[config.mk]
export PLATFORM = sky130hd
export DESIGN_NAME = svm_detect_collector
export DESIGN_NICKNAME = d
export VERILOG_FILES = /design/src/rtl/svm_detect_collector.sv
export SDC_FILE = /design/constraint.sdc
export NUM_CORES = 1
export LEC_CHECK = 0
export ABC_AREA = 1
export CAP_MARGIN = 30
export CORE_UTILIZATION = 35
export CTS_BUF_LIST = sky130_fd_sc_hd__clkbuf_8
export CTS_CLUSTER_DIAMETER = 80
export DETAILED_ROUTE_END_ITERATION = 7
export GPL_ROUTABILITY_DRIVEN = 0
export GPL_TIMING_DRIVEN = 0
export PLACE_DENSITY = 0.62
export SKIP_LAST_GASP = 1
export SYNTH_ARGS = -nofsm -noshare
export SYNTH_HDL_FRONTEND = slang
export SYNTH_SLANG_ARGS = --single-unit
[constraint.sdc]
create_clock -name clk -period 11.3 [get_ports clk]
set_clock_uncertainty 0.2 [all_clocks]
set_input_delay 2.26 -clock clk [delete_from_list [all_inputs] [get_ports clk]]
set_output_delay 2.26 -clock clk [all_outputs]
set_load 0.05 [all_outputs]
[src/rtl/svm_detect_collector.sv]
// Detection collector: thresholds per-window SVM scores, queues hits in a small
// FWFT FIFO toward the readout stage, and reports per-frame hit/best/overflow stats.
module svm_detect_collector #(
    parameter int SW_W       = 11,
    parameter int SCORE_W    = 24,
    parameter int COL_N      = 39,
    parameter int LAST_SW_ID = 1129,
    parameter int DEPTH      = 8,
    parameter int CNT_W      = 10
) (
    input  logic               clk,
    input  logic               rst,
    input  logic               i_valid,
    input  logic [SW_W-1:0]    i_sw_id,
    input  logic [SCORE_W-1:0] i_score,
    input  logic [SCORE_W-1:0] i_threshold,
    output logic               o_det_valid,
    input  logic               i_det_ready,
    output logic [4:0]         o_det_row,
    output logic [5:0]         o_det_col,
    output logic [SCORE_W-1:0] o_det_score,
    output logic               o_frame_done,
    output logic [CNT_W-1:0]   o_frame_hits,
    output logic [SW_W-1:0]    o_frame_best_id,
    output logic [SCORE_W-1:0] o_frame_best_score,
    output logic               o_overflow
);

    localparam int AW    = $clog2(DEPTH);
    localparam int PTR_W = AW + 1;

    typedef struct packed {
        logic [4:0]         row;
        logic [5:0]         col;
        logic [SCORE_W-1:0] score;
    } det_t;

    det_t             mem [DEPTH];
    det_t             wr_ent, head;
    logic [PTR_W-1:0] wr_ptr, rd_ptr;
    logic             empty, full, hit, push, pop, drop, frame_end;

    logic [CNT_W-1:0]   hit_cnt, hit_cnt_nxt;
    logic [SW_W-1:0]    best_id, best_id_nxt;
    logic [SCORE_W-1:0] best_score, best_score_nxt;
    logic               first, ovf_acc, ovf_nxt;

    assign hit       = i_valid && ($signed(i_score) > $signed(i_threshold));
    assign frame_end = i_valid && (i_sw_id == SW_W'(LAST_SW_ID));
    assign empty     = (wr_ptr == rd_ptr);
    assign full      = (wr_ptr[AW] != rd_ptr[AW]) && (wr_ptr[AW-1:0] == rd_ptr[AW-1:0]);
    assign pop       = !empty && i_det_ready;
    // A pop in the same cycle frees a slot, so a full FIFO can still accept.
    assign push      = hit && (!full || pop);
    assign drop      = hit && full && !pop;

    assign wr_ent.row   = 5'(i_sw_id / SW_W'(COL_N));
    assign wr_ent.col   = 6'(i_sw_id % SW_W'(COL_N));
    assign wr_ent.score = i_score;

    assign head        = empty ? '0 : mem[rd_ptr[AW-1:0]];
    assign o_det_valid = !empty;
    assign o_det_row   = head.row;
    assign o_det_col   = head.col;
    assign o_det_score = head.score;

    // Storage is not reset; reads are masked while empty.
    always_ff @(posedge clk) begin
        if (push) mem[wr_ptr[AW-1:0]] <= wr_ent;
    end

    always_ff @(posedge clk or negedge rst) begin
        if (!rst) begin
            wr_ptr <= '0;
            rd_ptr <= '0;
        end else begin
            if (push) wr_ptr <= wr_ptr + 1'b1;
            if (pop)  rd_ptr <= rd_ptr + 1'b1;
        end
    end

    always_comb begin
        hit_cnt_nxt    = hit_cnt;
        best_id_nxt    = best_id;
        best_score_nxt = best_score;
        ovf_nxt        = ovf_acc | drop;
        if (hit && hit_cnt != '1) hit_cnt_nxt = hit_cnt + 1'b1;
        // Strict compare: ties keep the earlier window.
        if (i_valid && (first || $signed(i_score) > $signed(best_score))) begin
            best_id_nxt    = i_sw_id;
            best_score_nxt = i_score;
        end
    end

    always_ff @(posedge clk or negedge rst) begin
        if (!rst) begin
            hit_cnt            <= '0;
            best_id            <= '0;
            best_score         <= '0;
            first              <= 1'b1;
            ovf_acc            <= 1'b0;
            o_frame_done       <= 1'b0;
            o_frame_hits       <= '0;
            o_frame_best_id    <= '0;
            o_frame_best_score <= '0;
            o_overflow         <= 1'b0;
        end else begin
            o_frame_done <= frame_end;
            if (frame_end) begin
                o_frame_hits       <= hit_cnt_nxt;
                o_frame_best_id    <= best_id_nxt;
                o_frame_best_score <= best_score_nxt;
                o_overflow         <= ovf_nxt;
                hit_cnt            <= '0;
                best_id            <= '0;
                best_score         <= '0;
                first              <= 1'b1;
                ovf_acc            <= 1'b0;
            end else if (i_valid) begin
                hit_cnt    <= hit_cnt_nxt;
                best_id    <= best_id_nxt;
                best_score <= best_score_nxt;
                first      <= 1'b0;
                ovf_acc    <= ovf_nxt;
            end
        end
    end

endmodule

run_1/layer_met2.png
Scale: 1.5 px per um. Cells faint in the background.
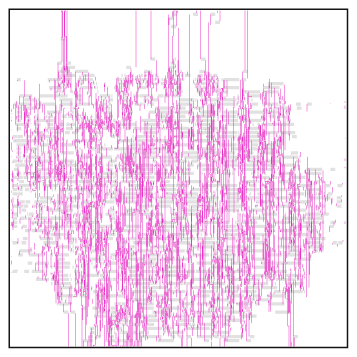
main direction = vertical
wire length on this layer = 21.6 mm
nets with wire on the layer = 1587
share of all routed wire = 46%
longest straight run = 90.8 um
Total Routed Length: 47300 um
total via count in the routed design: 13000

run_1/io_fan.png
Scale: 1.5 px per um.
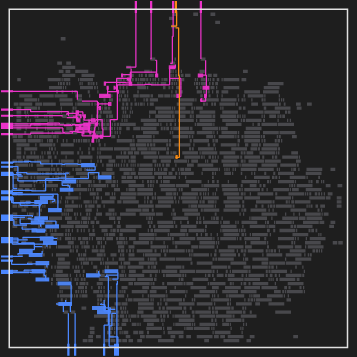
i_sw_id -> magenta  # bits 11, direction input, end cells 39, wire 901 um
o_frame_best_score -> blue  # bits 24, direction output, end cells 24, wire 1070 um
i_det_ready -> orange  # bits 1, direction input, end cells 1, wire 106 um

run_1/wires.png
Scale: 2 px per um. Two of the layers only.
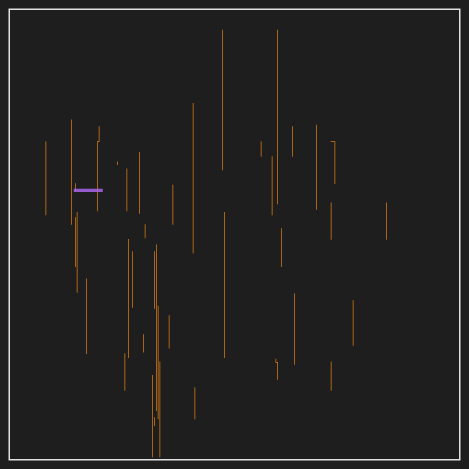
metal 4 -> orange  # wire length 1280 um
metal 5 -> purple  # wire length 12.9 um
drt wl/cell: 18.4 um
overall track demand over capacity in global routing: 0.190

==> impl_metrics.env, run 1 <==
# yosys + openroad results
export IMPL_antenna_found_initial=1
export IMPL_syn_to_final_growth_pct=21.7
export IMPL_post_dp_cell_area_um2=19900
export IMPL_first_global_vias=12900
export IMPL_topRoutingLayerUsed="met5"
export IMPL_worstSkewPairLatency_ps=600
export IMPL_reg2reg_depth=13
export IMPL_cp_endpoint="o_det_score[12]"
export IMPL_use_met3=0.0395
export IMPL_synth_cells=1643
export IMPL_r2r_end="mem[3][20]"
export IMPL_setup_worst_path_start="rd_ptr[1]"
export IMPL_group_drawing_the_most_power="combinational logic"
export IMPL_p_sw_frac=0.447
export IMPL_cp_cell_sequence="clkbuf_1 > clkinv_1 > nand2_1 > nand3_1 > nor3_1 > inv_1 > clkbuf_1 > o21ai_0 > a31oi_1 > clkdlybuf4s50_1"
export IMPL_post_synth_ao_oa_area_fraction=0.118
export IMPL_tightestPinTransition_ps=881
export IMPL_critPathKind="flop to output pin"
export IMPL_endpoint_arrival_time_on_the_critical_path_ps=4340
export IMPL_global_route_overflow_total=0
export IMPL_seq_area_frac_synth=0.633
export IMPL_hold_viol_final=0
export IMPL_timing_final_max_slew_violations=0
export IMPL_min_delay_path_depth=2
export IMPL_grt_max_degree=57
export IMPL_post_synth_and_or_nand_nor_area_fraction=0.152
export IMPL_total_net_switching_power_uw=2640
export IMPL_whs_ps=282
export IMPL_ant_nets=0
export IMPL_global_route_peak_usage_layer="met2"
export IMPL_async_reset_ff_frac=0.267
export IMPL_synth_largest_area_cell="sky130_fd_sc_hd__edfxtp_1"
export IMPL_synthMostInstantiatedCell="sky130_fd_sc_hd__nor2_1"
export IMPL_largest_register_ff_count=280
export IMPL_ys_sh_adder=0.0383
export IMPL_internal_power_consumption_uw=3270
export IMPL_rsz0062_at_grt="no"
export IMPL_post_route_period_util=0.602
export IMPL_timing_setup_tns_ps=0
export IMPL_multiInputCombCellCount=1057
export IMPL_chipHeight_um=225
export IMPL_vias_per_cell=5.06
export IMPL_ctsHoldBuffers=0
export IMPL_ys_area_um2=17300
export IMPL_fp_row_count=81
export IMPL_log_warning_count=26
export IMPL_drt_pass1_iterations=5
export IMPL_worstHoldEndpoint="o_frame_best_score[7]"
export IMPL_nets=1981
export IMPL_netlist_top_cells_area="sky130_fd_sc_hd__edfxtp_1 (49%), sky130_fd_sc_hd__dfrtp_1 (15%), sky130_fd_sc_hd__o21ai_0 (7.4%), sky130_fd_sc_hd__nor2_1 (6.4%), sky130_fd_sc_hd__nand2_1 (3.9%)"
export IMPL_post_cts_repair_setup_buffers=0
export IMPL_synthesis_area_per_instance_um2=10.5
export IMPL_core_utilization_at_floorplan=0.355
export IMPL_cts_tree="done"
export IMPL_power_density_nw_per_um2=280
export IMPL_ys_warnings_count=0
export IMPL_layout_min_cycle_time_ps=6800
export IMPL_placeableCoreArea_um2=48800
export IMPL_register_share_of_total_power=0.324
export IMPL_status="finished clean"
export IMPL_ys_sh_mux=0.000578
export IMPL_remaining_drc_errors=0
export IMPL_nonClockInverterCount=127
export IMPL_design_power_total_uw=5910
export IMPL_area_share_combinational=0.269
export IMPL_clock_tree_buffer_depth=3
export IMPL_die_area_um2=50400
export IMPL_htree_levels=3
export IMPL_power_clock_uw=1150
export IMPL_sequential_power_uw=1910
export IMPL_dp_hpwl_um=32700
export IMPL_timing_slew_headroom=0.407
==> run 1 -> run 2 <==
==> constraint.sdc (replaced) <==
create_clock -name clk -period 7.08 [get_ports clk]
set_clock_uncertainty 0.2 [all_clocks]
set_input_delay 1.416 -clock clk [delete_from_list [all_inputs] [get_ports clk]]
set_output_delay 1.416 -clock clk [all_outputs]
set_load 0.05 [all_outputs]
run_2/wires.png
Scale: 2 px per um. Two of the layers only.
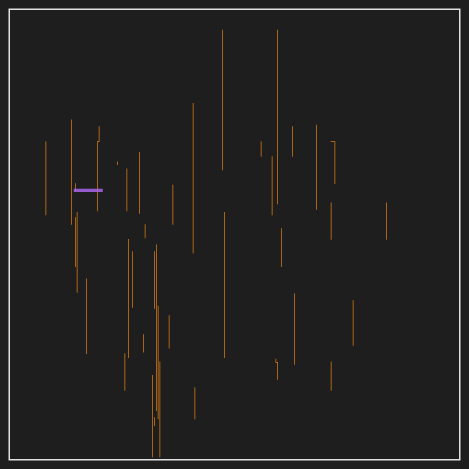
metal 5 -> purple  # wire length 12.9 um
metal 4 -> orange  # wire length 1280 um

run_2/layer_met2.png
Scale: 1.5 px per um. Cells faint in the background.
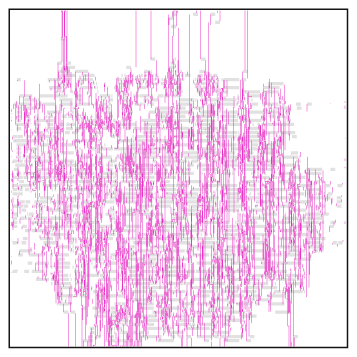
wire length on this layer = 21.6 mm
share of all routed wire = 46%

==> run 2 against run 1 <==
Sequential power up about 60%. Via count unchanged. Sequential share of layout area unchanged. Routed wire length unchanged. Worst hold slack unchanged.
==> impl_metrics.env, run 2 <==
# yosys + openroad results
export IMPL_multiInputCombCellCount=1057
export IMPL_post_cts_repair_setup_buffers=0
export IMPL_ys_sh_mux=0.000578
export IMPL_syn_to_final_growth_pct=21.7
export IMPL_global_route_peak_usage_layer="met2"
export IMPL_rsz0062_at_grt="no"
export IMPL_timing_setup_tns_ps=0
export IMPL_ys_area_um2=17300
export IMPL_power_clock_uw=1840
export IMPL_core_utilization_at_floorplan=0.355
export IMPL_endpoint_arrival_time_on_the_critical_path_ps=4340
export IMPL_cts_resized=0
export IMPL_first_global_vias=12900
export IMPL_synth_largest_area_cell="sky130_fd_sc_hd__edfxtp_1"
export IMPL_async_reset_ff_frac=0.267
export IMPL_chipHeight_um=225
export IMPL_worstSetupStartpointType="flop"
export IMPL_internal_power_consumption_uw=5220
export IMPL_htree_levels=3
export IMPL_whs_ps=282
export IMPL_reg2reg_depth=13
export IMPL_tightestPinTransition_ps=881
export IMPL_ant_nets=0
export IMPL_layout_min_cycle_time_ps=5960
export IMPL_post_synth_and_or_nand_nor_area_fraction=0.152
export IMPL_synthesis_area_per_instance_um2=10.5
export IMPL_topRoutingLayerUsed="met5"
export IMPL_dp_hpwl_um=32700
export IMPL_placeableCoreArea_um2=48800
export IMPL_vias_per_cell=5.06
export IMPL_post_synth_ao_oa_area_fraction=0.118
export IMPL_ys_warnings_count=0
export IMPL_vias=13000
export IMPL_post_route_period_util=0.842
export IMPL_detail_route_wirelength_um=47300
export IMPL_timing_final_max_slew_violations=0
export IMPL_setup_worst_path_start="rd_ptr[1]"
export IMPL_status="finished clean"
export IMPL_design_power_total_uw=9440
export IMPL_cts_tree="done"
export IMPL_seq_area_frac_synth=0.633
export IMPL_min_delay_path_depth=2
export IMPL_netlist_top_cells_area="sky130_fd_sc_hd__edfxtp_1 (49%), sky130_fd_sc_hd__dfrtp_1 (15%), sky130_fd_sc_hd__o21ai_0 (7.4%), sky130_fd_sc_hd__nor2_1 (6.4%), sky130_fd_sc_hd__nand2_1 (3.9%)"
export IMPL_total_net_switching_power_uw=4220
export IMPL_largest_register_ff_count=280
export IMPL_worstHoldEndpoint="o_frame_best_score[7]"
export IMPL_wl_per_cell_um=18.4
export IMPL_power_density_nw_per_um2=447
export IMPL_sequential_power_uw=3050
export IMPL_register_share_of_total_power=0.324
export IMPL_critPathKind="flop to output pin"
export IMPL_area_share_combinational=0.269
export IMPL_cp_cell_sequence="clkbuf_1 > clkinv_1 > nand2_1 > nand3_1 > nor3_1 > inv_1 > clkbuf_1 > o21ai_0 > a31oi_1 > clkdlybuf4s50_1"
export IMPL_post_dp_cell_area_um2=19900
export IMPL_hold_viol_final=0
export IMPL_log_warning_count=26
export IMPL_antenna_found_initial=1
export IMPL_global_route_overflow_total=0
export IMPL_nets=1981
export IMPL_use_met3=0.0395
export IMPL_worstSkewPairLatency_ps=600
export IMPL_drt_pass1_iterations=5
export IMPL_grt_max_degree=57
export IMPL_timing_slew_headroom=0.407
export IMPL_track_usage=0.190
export IMPL_die_area_um2=50400
export IMPL_layout_drive_gt1_share=0.0890
export IMPL_ctsHoldBuffers=0
export IMPL_nonClockInverterCount=127
export IMPL_cp_endpoint="o_det_score[12]"
export IMPL_ys_sh_adder=0.0383
export IMPL_worst_min_delay_path_startpoint="o_frame_best_score[7]"
export IMPL_r2r_end="mem[3][20]"
export IMPL_clock_tree_buffer_depth=3
export IMPL_group_drawing_the_most_power="combinational logic"
run_2/io_fan.png
Scale: 1.5 px per um.
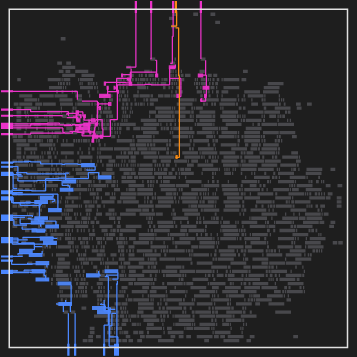

==> run 2 -> run 3 <==
==> constraint.sdc (replaced) <==
create_clock -name clk -period 5.9 [get_ports clk]
set_clock_uncertainty 0.2 [all_clocks]
set_input_delay 1.18 -clock clk [delete_from_list [all_inputs] [get_ports clk]]
set_output_delay 1.18 -clock clk [all_outputs]
set_load 0.05 [all_outputs]
run_3/io_fan.png
Scale: 1.5 px per um.
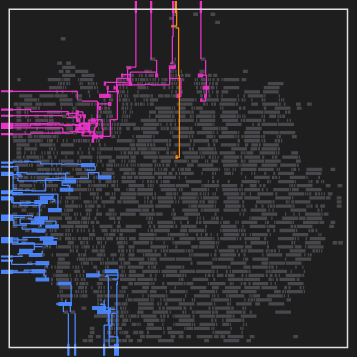
i_sw_id -> magenta  # bits 11, direction input, end cells 39, wire 902 um
o_frame_best_score -> blue  # bits 24, direction output, end cells 24, wire 1070 um
i_det_ready -> orange  # bits 1, direction input, end cells 1, wire 106 um

run_3/clocks.png
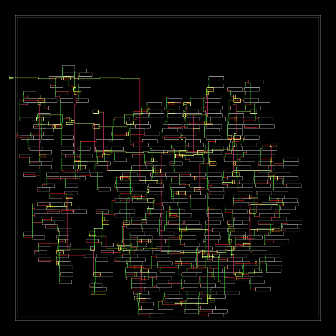
cts bufs inserted: 66
clk sinks: 382
Worst-Skew Late Latency: 600 ps
clock tree buffer count of the final layout: 71

==> run 3 against run 2 <==
Clock power grew about 20%. Register-to-register slack lost 1100 ps. Setup slack lost 870 ps. Critical endpoint is now o_det_score[0].
==> impl_metrics.env, run 3 <==
# yosys + openroad results
export IMPL_placeableCoreArea_um2=48800
export IMPL_synthesis_area_per_instance_um2=10.5
export IMPL_worstHoldEndpoint="o_frame_best_score[7]"
export IMPL_register_share_of_total_power=0.323
export IMPL_tightestPinTransition_ps=881
export IMPL_cts_resized=0
export IMPL_global_route_peak_usage_layer="met2"
export IMPL_clock_tree_buffer_depth=3
export IMPL_cp_cell_sequence="clkbuf_1 > inv_1 > clkbuf_1 > clkbuf_1 > nor2_1 > o22ai_1 > o21ai_0 > a31oi_1 > clkdlybuf4s50_1"
export IMPL_grt_max_degree=57
export IMPL_netlist_top_cells_area="sky130_fd_sc_hd__edfxtp_1 (49%), sky130_fd_sc_hd__dfrtp_1 (15%), sky130_fd_sc_hd__o21ai_0 (7.4%), sky130_fd_sc_hd__nor2_1 (6.4%), sky130_fd_sc_hd__nand2_1 (3.9%)"
export IMPL_timing_slew_headroom=0.407
export IMPL_drt_pass1_iterations=5
export IMPL_post_synth_ao_oa_area_fraction=0.118
export IMPL_seq_area_frac_synth=0.633
export IMPL_sequential_power_uw=3660
export IMPL_hold_viol_final=0
export IMPL_post_synth_and_or_nand_nor_area_fraction=0.152
export IMPL_largest_register_ff_count=280
export IMPL_remaining_drc_errors=0
export IMPL_dp_hpwl_um=32700
export IMPL_group_drawing_the_most_power="combinational logic"
export IMPL_synth_cells=1643
export IMPL_worstSetupStartpointType="flop"
export IMPL_nets=1981
export IMPL_internal_power_consumption_uw=6270
export IMPL_vias=13000
export IMPL_layout_min_cycle_time_ps=5650
export IMPL_endpoint_arrival_time_on_the_critical_path_ps=4270
export IMPL_cp_endpoint="o_det_score[0]"
export IMPL_layout_drive_gt1_share=0.0900
export IMPL_syn_to_final_growth_pct=21.7
export IMPL_vias_per_cell=5.06
export IMPL_ys_warnings_count=0
export IMPL_ys_area_um2=17300
export IMPL_p_sw_frac=0.447
export IMPL_cts_tree="done"
export IMPL_use_met3=0.0395
export IMPL_ys_sh_mux=0.000578
export IMPL_topRoutingLayerUsed="met5"
export IMPL_status="finished clean"
export IMPL_synthMostInstantiatedCell="sky130_fd_sc_hd__nor2_1"
export IMPL_nonClockInverterCount=127
export IMPL_whs_ps=283
export IMPL_global_route_overflow_total=0
export IMPL_post_route_period_util=0.957
export IMPL_area_share_combinational=0.268
export IMPL_timing_setup_tns_ps=0
export IMPL_rsz0062_at_grt="yes"
export IMPL_worst_min_delay_path_startpoint="o_frame_best_score[7]"
No activity file was given, so power comes from the tool's default toggle rates.
